File: config.mk
export PLATFORM = sky130hd
export DESIGN_NAME = robot_sensor_frontend
export DESIGN_NICKNAME = d
export VERILOG_FILES = /design/src/rtl/robot_sensor_frontend_pkg.sv /design/src/rtl/robot_sensor_frontend_sync.sv /design/src/rtl/robot_sensor_frontend.sv
export SDC_FILE = /design/constraint.sdc
export NUM_CORES = 1
export LEC_CHECK = 0
export CAP_MARGIN = 10
export CELL_PAD_IN_SITES_DETAIL_PLACEMENT = 0
export CELL_PAD_IN_SITES_GLOBAL_PLACEMENT = 2
export CORE_UTILIZATION = 38
export CTS_CLUSTER_SIZE = 10
export DETAILED_ROUTE_END_ITERATION = 10
export PLACE_DENSITY = 0.79
export SLEW_MARGIN = 20
export SYNTH_ARGS = -nofsm -noshare
export SYNTH_HDL_FRONTEND = slang
export SYNTH_HIERARCHICAL = 1
export SYNTH_SLANG_ARGS = --single-unit
File: constraint.sdc
create_clock -name i_clk -period 4.3 [get_ports i_clk]
set_clock_uncertainty 0.1 [all_clocks]
set_input_delay 1.29 -clock i_clk [delete_from_list [all_inputs] [get_ports i_clk]]
set_output_delay 1.29 -clock i_clk [all_outputs]
set_load 0.005 [all_outputs]
File: src/rtl/robot_sensor_frontend_pkg.sv
// robot_sensor_frontend_pkg: FSM state encoding, compass codes and sensor encoding checks.
package robot_sensor_frontend_pkg;
  typedef enum logic [1:0] {IDLE, SETTLE, HOLD, WAIT_CLR} state_t;
  localparam logic [3:0] CMPS_N = 4'b1000;
  localparam logic [3:0] CMPS_E = 4'b0100;
  localparam logic [3:0] CMPS_S = 4'b0010;
  localparam logic [3:0] CMPS_W = 4'b0001;
  function automatic logic is_onehot(input logic [3:0] v);
    return v inside {CMPS_N, CMPS_E, CMPS_S, CMPS_W};
  endfunction
  function automatic logic is_zero_or_onehot(input logic [3:0] v);
    return (v == 4'b0000) || is_onehot(v);
  endfunction
endpackage

File: src/rtl/robot_sensor_frontend_sync.sv
// sensor_sync: W-bit two-flop synchroniser for asynchronous sensor inputs.
module sensor_sync #(
  parameter int W = 1
) (
  input  logic         i_clk,
  input  logic         i_rst_n,
  input  logic [W-1:0] i_d,
  output logic [W-1:0] o_q
);
  logic [W-1:0] r_meta, r_sync;
  always_ff @(posedge i_clk or negedge i_rst_n)
    if (!i_rst_n) begin
      r_meta <= '0;
      r_sync <= '0;
    end else begin
      r_meta <= i_d;
      r_sync <= r_meta;
    end
  assign o_q = r_sync;
endmodule

File: src/rtl/robot_sensor_frontend.sv
// robot_sensor_frontend: synchronise, debounce and validate sensors; one frame per wall event.
// Define SENSOR_FE_TIMEOUT_EN to drop frames left unaccepted for TIMEOUT_CYCLES.
module robot_sensor_frontend
  import robot_sensor_frontend_pkg::*;
#(
  parameter int DEBOUNCE_CYCLES = 2,
  parameter int OVR_W           = 4,
  parameter int TIMEOUT_CYCLES  = 64
) (
  input  logic             i_clk,
  input  logic             i_rst_n,
  input  logic [2:0]       i_wll_raw,
  input  logic [3:0]       i_cmps_raw,
  input  logic [3:0]       i_mtn_raw,
  input  logic             i_clr_err,
  input  logic             i_frame_ready,
  output logic             o_frame_valid,
  output logic [2:0]       o_wll,
  output logic [3:0]       o_cmps,
  output logic [3:0]       o_mtn_sensor,
  output logic             o_err_cmps,
  output logic             o_err_mtn,
  output logic [OVR_W-1:0] o_ovr_cnt
);
  localparam int CW = $clog2(DEBOUNCE_CYCLES + 1);
  localparam logic [CW-1:0] DB = CW'(DEBOUNCE_CYCLES);
  logic [10:0]      w_s;
  logic [2:0]       w_s_wll;
  logic [3:0]       w_s_cmps, w_s_mtn;
  logic             w_nz;
  state_t           r_state, w_state;
  logic [CW-1:0]    r_cnt, w_cnt, w_run;
  logic [2:0]       r_last, w_last;
  logic             r_prev_nz;
  logic             r_valid, w_valid;
  logic [2:0]       r_wll, w_wll;
  logic [3:0]       r_cmps, w_cmps, r_mtn, w_mtn;
  logic             r_err_c, r_err_m, w_set_c, w_set_m, w_ovr_ev;
  logic [OVR_W-1:0] r_ovr;
  sensor_sync #(.W(11)) u_sync (
    .i_clk  (i_clk),
    .i_rst_n(i_rst_n),
    .i_d    ({i_wll_raw, i_cmps_raw, i_mtn_raw}),
    .o_q    (w_s)
  );
  assign {w_s_wll, w_s_cmps, w_s_mtn} = w_s;
  assign w_nz = |w_s_wll;
`ifdef SENSOR_FE_TIMEOUT_EN
  localparam int TW = $clog2(TIMEOUT_CYCLES + 1);
  localparam logic [TW-1:0] TO_LAST = TW'(TIMEOUT_CYCLES - 1);
  logic [TW-1:0] r_wait;
  always_ff @(posedge i_clk or negedge i_rst_n)
    if (!i_rst_n) r_wait <= '0;
    else r_wait <= (r_state == HOLD && !i_frame_ready) ? r_wait + 1'b1 : '0;
`endif
  // IDLE and SETTLE share one run-length count so a single stable sample suffices when DB is 1
  assign w_run = (r_state == SETTLE && w_s_wll == r_last) ? r_cnt + 1'b1 : CW'(1);
  always_comb begin
    w_state  = r_state;
    w_cnt    = r_cnt;
    w_last   = r_last;
    w_valid  = r_valid;
    w_wll    = r_wll;
    w_cmps   = r_cmps;
    w_mtn    = r_mtn;
    w_set_c  = 1'b0;
    w_set_m  = 1'b0;
    w_ovr_ev = 1'b0;
    case (r_state)
      IDLE, SETTLE:
        if (!w_nz) w_state = IDLE;
        else if (w_run >= DB) begin
          w_wll   = w_s_wll;
          w_cmps  = w_s_cmps;
          w_mtn   = is_zero_or_onehot(w_s_mtn) ? w_s_mtn : 4'b0000;
          w_set_c = !is_onehot(w_s_cmps);
          w_set_m = !is_zero_or_onehot(w_s_mtn);
          w_valid = is_onehot(w_s_cmps);
          w_state = is_onehot(w_s_cmps) ? HOLD : WAIT_CLR;
        end else begin
          w_state = SETTLE;
          w_cnt   = w_run;
          w_last  = w_s_wll;
        end
      HOLD: begin
        w_ovr_ev = w_nz && !r_prev_nz;
        if (i_frame_ready) begin
          w_valid = 1'b0;
          w_state = WAIT_CLR;
        end
`ifdef SENSOR_FE_TIMEOUT_EN
        else if (r_wait == TO_LAST) begin
          w_valid  = 1'b0;
          w_ovr_ev = 1'b1;
          w_state  = WAIT_CLR;
        end
`endif
      end
      WAIT_CLR: w_state = w_nz ? WAIT_CLR : IDLE;
      default:  w_state = IDLE;
    endcase
  end
  always_ff @(posedge i_clk or negedge i_rst_n)
    if (!i_rst_n) begin
      r_state   <= IDLE;
      r_cnt     <= '0;
      r_last    <= '0;
      r_prev_nz <= 1'b0;
      r_valid   <= 1'b0;
      r_wll     <= '0;
      r_cmps    <= '0;
      r_mtn     <= '0;
      r_err_c   <= 1'b0;
      r_err_m   <= 1'b0;
      r_ovr     <= '0;
    end else begin
      r_state   <= w_state;
      r_cnt     <= w_cnt;
      r_last    <= w_last;
      r_prev_nz <= w_nz;
      r_valid   <= w_valid;
      r_wll     <= w_wll;
      r_cmps    <= w_cmps;
      r_mtn     <= w_mtn;
      r_err_c   <= w_set_c | (r_err_c & ~i_clr_err);
      r_err_m   <= w_set_m | (r_err_m & ~i_clr_err);
      r_ovr     <= w_ovr_ev ? (i_clr_err ? OVR_W'(1) : (&r_ovr ? r_ovr : r_ovr + 1'b1))
                            : (i_clr_err ? '0 : r_ovr);
    end
  assign o_frame_valid = r_valid;
  assign o_wll         = r_wll;
  assign o_cmps        = r_cmps;
  assign o_mtn_sensor  = r_mtn;
  assign o_err_cmps    = r_err_c;
  assign o_err_mtn     = r_err_m;
  assign o_ovr_cnt     = r_ovr;
endmodule

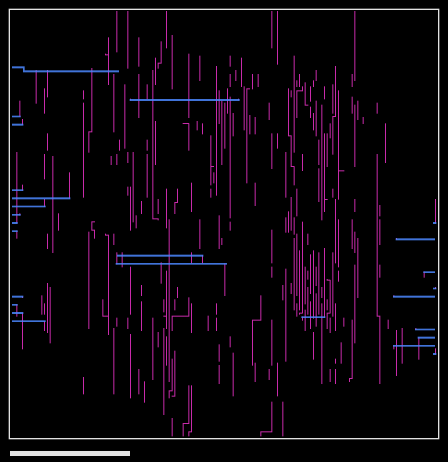
*Signal wires by layer*
Scale bar: 20 µm. Two of the layers only.
- blue: metal 3 (wire length 130 µm)
- magenta: metal 2 (wire length 1350 µm)
GRT Util Overall: 0.1374
Via Count: 1111

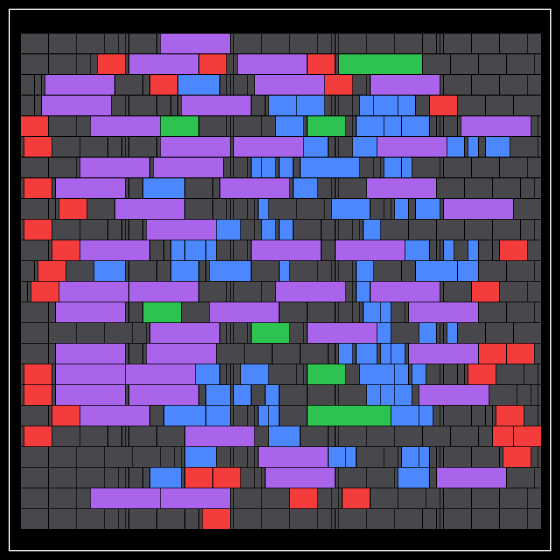
*Cells coloured by class*
Fill, decap, tap and diode cells in grey.
- blue: combinational and other logic (cells 79; share of their area 27%)
- red: remaining buffers and delay cells (cells 32; share of their area 14%)
- green: clock drivers and dummy loads (cells 7; share of their area 5.7%)
- purple: sequential cells (cells 48; share of their area 54%)

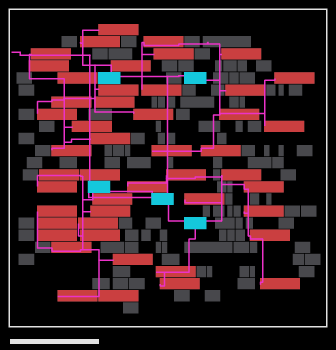
*Clock distribution*
Scale bar: 20 µm.
- red: flip-flops (count 48)
- cyan: clock drivers (count 5)
- magenta: clock wires (length 535 µm)
- routed clock nets: 6
- flops lie: widely spread

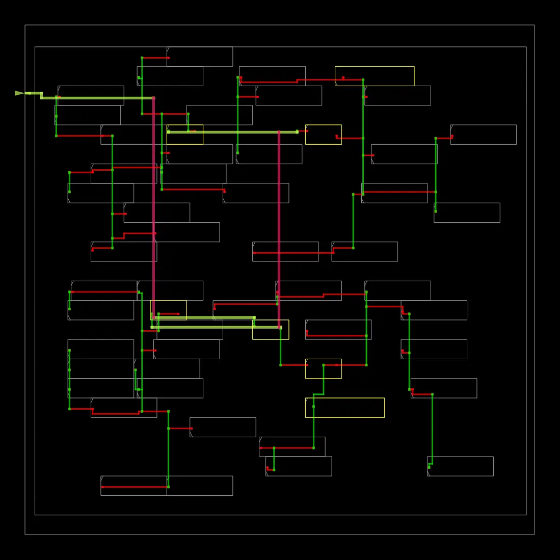
*Clock wiring as the flow saved it*
clk ins delay skew pair: 0.29 ns
total of clock buffers placed in the layout: 5
power in the clock group: 367 µW
number of sequential storage elements: 48
clock sink total: 48

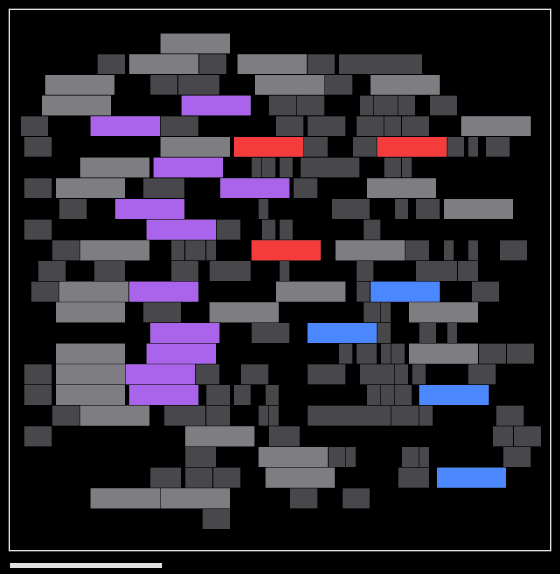
*Register map, names as in the netlist*
Scale bar: 20 µm. Other sequential cells in the stronger grey, the rest of the logic in the fainter grey.
- purple: u_sync/o_q (placed flops 11)
- red: r_last (placed flops 3)
- blue: o_ovr_cnt (placed flops 4)
register share of the cell area: 0.5206
area occupied by registers: 1201 µm²
fraction of the core area covered by cells at the end of the flow: 0.5157
P_seq: 604 µW

==> summary.txt <==
Notes on the flow outputs.

- Per the synth stats, the flop cell with the highest instance count is dfrtp_1.
- For reference, the most critical setup path is categorized as reg2out.
- The full die area is 5048 µm².
- The reported leakage power is ~0.0010 µW.
- The cell type group with the largest total delay on the critical path reads buffers and inverters.
- The unique cell type count in the Yosys netlist is 36.
- The maximum clock rate is 378.5 MHz.
- The clock tree from TritonCTS is yes.
- Per the timing report, the biggest fanout along the worst path comes to 5.
- The initial antenna violation count reads 0.
- The number of violations reported at the end of detailed-routing iteration 0 is 116.
- The setup slack at placement is 1.794 ns.
- The global-route layer with the greatest usage is met2.
- Together, buffers and inverters on the worst path number 1.
- The count of inserted antenna diode cells reads 0.
- Routing resource usage on met3 recorded by global route was 0.04558.
- The cell count listed in synth_stat.txt is approximately 130.
- The area fraction of the largest cell type after synthesis is 0.6630.
- The post-synthesis area per instance is 14.04 µm².
- Of the synthesized area, sequential elements account for 0.6630.
- The mapped cell area reads ~1800 µm².
- In the global route stage, met2 resource usage came out at 0.1987.
- The final number of max-transition violations is 0.
- The DRC violation count after routing reads 0.
- The area added between synthesis and finish is 27.35%.
- The synthesis report lists the most area-consuming cells as dfrtp_1 (66%), mux2_4 (4.1%), mux2_2 (3.1%).
- The number of standard-cell rows in the floorplan is 24.
- After floorplanning, the core was sized to cover ~4500 µm².
- The count of buffers added by post-CTS timing repair for setup is 0.
- The initial core utilization reads 0.4049.
- The die is between 70 and 80 µm wide.
- After synthesis, the most frequently instantiated cells are dfrtp_1 (48), o21ai_0 (9), inv_1 (7), nor2_1 (7).
- The power density normalized to cell area reads between 500 and 600 nW/µm².
- The net count of the finished layout is ~180.
- In the post-route analysis, the smallest setup slack over all paths is around 1.7 ns.
- CTS placed an instance of clkbuf_8 at the clock tree root.
- The count of state elements after synthesis reads around 48.
- The worst relative slew slack is 0.6145.
- Counting along the longest clock path gives a buffer depth of 2.
- The cell at the slowest stage of the critical path is clkdlybuf4s50_1.
- The fraction of final layout cells with drive strength greater than 1 is 0.1325.
- The flow ran to the end, and the final reports show no timing, DRC or antenna violations.
- The fraction of the cycle the final worst path needs reads 0.6145.
- The routed length per instance is between 10 and 15 µm.
- The final weighted congestion in routability-driven placement is roughly 0.74.
- The final hold violation count recorded for this run is 0.
- 33 I/O pins were placed.
- Entering global routing, the biggest net connects 49 pins.
- In this run the critical path is formed by clkdlybuf4s50_1.
- The placed wire-length estimate after detailed placement reads approximately 2000 µm.
- The cell with the most instances after synthesis reads dfrtp_1.
- The clock tree synthesis step divided the H-tree into 2 levels.
- The quantity of hold-fixing buffers added after cts is 0.
- The delay of the slowest cell on the worst path is 0.53 ns.
- The final-layout setup total negative slack is 0 ns.
- In the synthesized netlist, the number of instances is roughly 130.
- The kind of capture point of the worst setup path is an output pin.
- At the worst endpoint, the arrival time is between 1 and 1.5 ns.
- The synthesized net count is approximately 150.
- The placement report lists the number of port buffers as 32.
- On the worst setup and hold paths after CTS, the clock-pin slew comes to about 0.090 ns.
- Across the run, the number of max-cap violations was 0.
- The final number of setup-violating endpoints is 0.
- The startpoint class of the critical path reads a register.
- The required time of the worst setup path is about 2.9 ns.
- The CTS report gives the tree buffer count as 5.
- The share of flip-flops with an asynchronous set or reset reads 1.000.
- The stage-log warning count reads 26.
- The number of nets still failing antenna checks after routing is 0.
- The cell resize tally after clock tree synthesis reads 0.
- The length of the first detailed-routing pass in iterations is 6.
- The number of synthesized flops with an enable pin reads 0.
- The global routing usage on met1 reads 0.1879.
- The number of vias per cell reads around 5.1.
- The slew at the pin with the worst max-slew slack is 0.5783 ns.
- The area of the synthesized netlist per yosys stat reads 1812 µm².
- The number of global-route vias before repair is 1125.
- The yosys synthesis warning count reads 6.
- The first-pass GRT wire length is between 5000 and 6000 µm.
- The overall routed net length reads 2921 µm.
- The final layout report lists a filler cell count of 389.
- The worst path in the final design needs a cycle of about 2.6 ns, including I/O delays and setup.
- The total overflow left after global routing is 0.
- The overall die height is just over 70 µm.
- The top cell type by total area after synthesis is dfrtp_1.
- The min-delay analysis places its worst path in the category reg2reg.
- Setup repair after global routing left no endpoint under its margin.
- Looking at the VDD voltage map, the peak drop is 0.0002971 V.
[placed cells by master, fill, tap and decap left out, types with 2 or more instances in the layout]
cell / instances
nand3b_1: 2
nor3_1: 3
mux2_2: 5
a32o_1: 2
xor2_1: 5
or3_1: 2
mux2_4: 5
o22ai_1: 2
inv_1: 7
bufinv_16: 2
clkbuf_8: 5
nor2b_1: 3
a21oi_1: 4
a31oi_1: 2
o21ai_0: 9
nor2_1: 7
nor4b_1: 3
dfrtp_1: 48
clkdlybuf4s50_1: 31
[stage by stage]
step | hold slack [ns] | power, µW | utilization | area, µm² | cells
detailed placement | 0.2347 | 950.1 | 0.4863 | 2176 | 211
global placement | 0.2314 | 947.0 | 0.4863 | 2176 | 211
finish | 0.2519 | 1304 | 0.5157 | 2307 | 218
global route | 0.2596 | 1386 | 0.5157 | 2307 | 218
floorplan | 0.2312 | 783.5 | - | 1812 | 129
CTS | 0.2537 | 1325 | 0.5151 | 2305 | 218
[power breakdown]
part	internal, µW	switching, µW	leakage [µW]
combinational	218	115	0.000360
sequential	541	62.7	0.000583
clock	229	139	0.0000642
total	988	316	0.00101
[state kept, by name (all words and copies together) (netlist names)]
name and cells:
r_cnt 2, o_frame_valid 1, o_mtn_sensor 4, o_cmps 4, o_ovr_cnt 4, u_sync/o_q 11, r_state 2, o_err_mtn 1
o_err_cmps 1, r_prev_nz 1, r_last 3, o_wll 3, u_sync/r_meta 11
[cell families (layout without fill, tap and decap cells)]
kind of cell,count (synthesis),after routing,synth area share
flops,48,48,0.6630
simple gates,30,30,0.1140
compound gates,24,24,0.08495
mux,11,11,0.07804
buf+inv,9,46,0.02348
xor+xnor,5,5,0.02417
fa+ha+maj,2,2,0.01243
[cell type report]
class                   count  area (µm²)  area share
clock buffers               5       68.82     0.02983
inverters                   7       26.28     0.01139
repair buffers             32       317.8      0.1377
multi-input cells          72       568.0      0.2462
clock inverters             2       60.06     0.02603
flip-flops and latches     48        1201      0.5206
well taps                  52       65.06     0.02820
[worst paths after layout]
check	cells after the start	start	slack, ns	endpoint
worst max-delay path	1	o_ovr_cnt[0]	1.66	o_ovr_cnt[0]
min in group asynchronous	1	i_rst_n	0.89	o_ovr_cnt[3]
worst max register to register	4	u_sync/o_q[10]	2.11	o_cmps[1]
worst min-delay path	0	u_sync/r_meta[3]	0.25	u_sync/o_q[3]
worst min register to register	0	u_sync/r_meta[3]	0.25	u_sync/o_q[3]
max in group asynchronous	1	i_rst_n	2.82	o_mtn_sensor[2]
[per-layer routing]
layer	routed length (µm)	part of all wire
met5	0	0
met4	57	0.020
met3	129	0.044
met2	1348	0.46
met1	1385	0.47
Power is estimated from default activity; no workload was simulated.
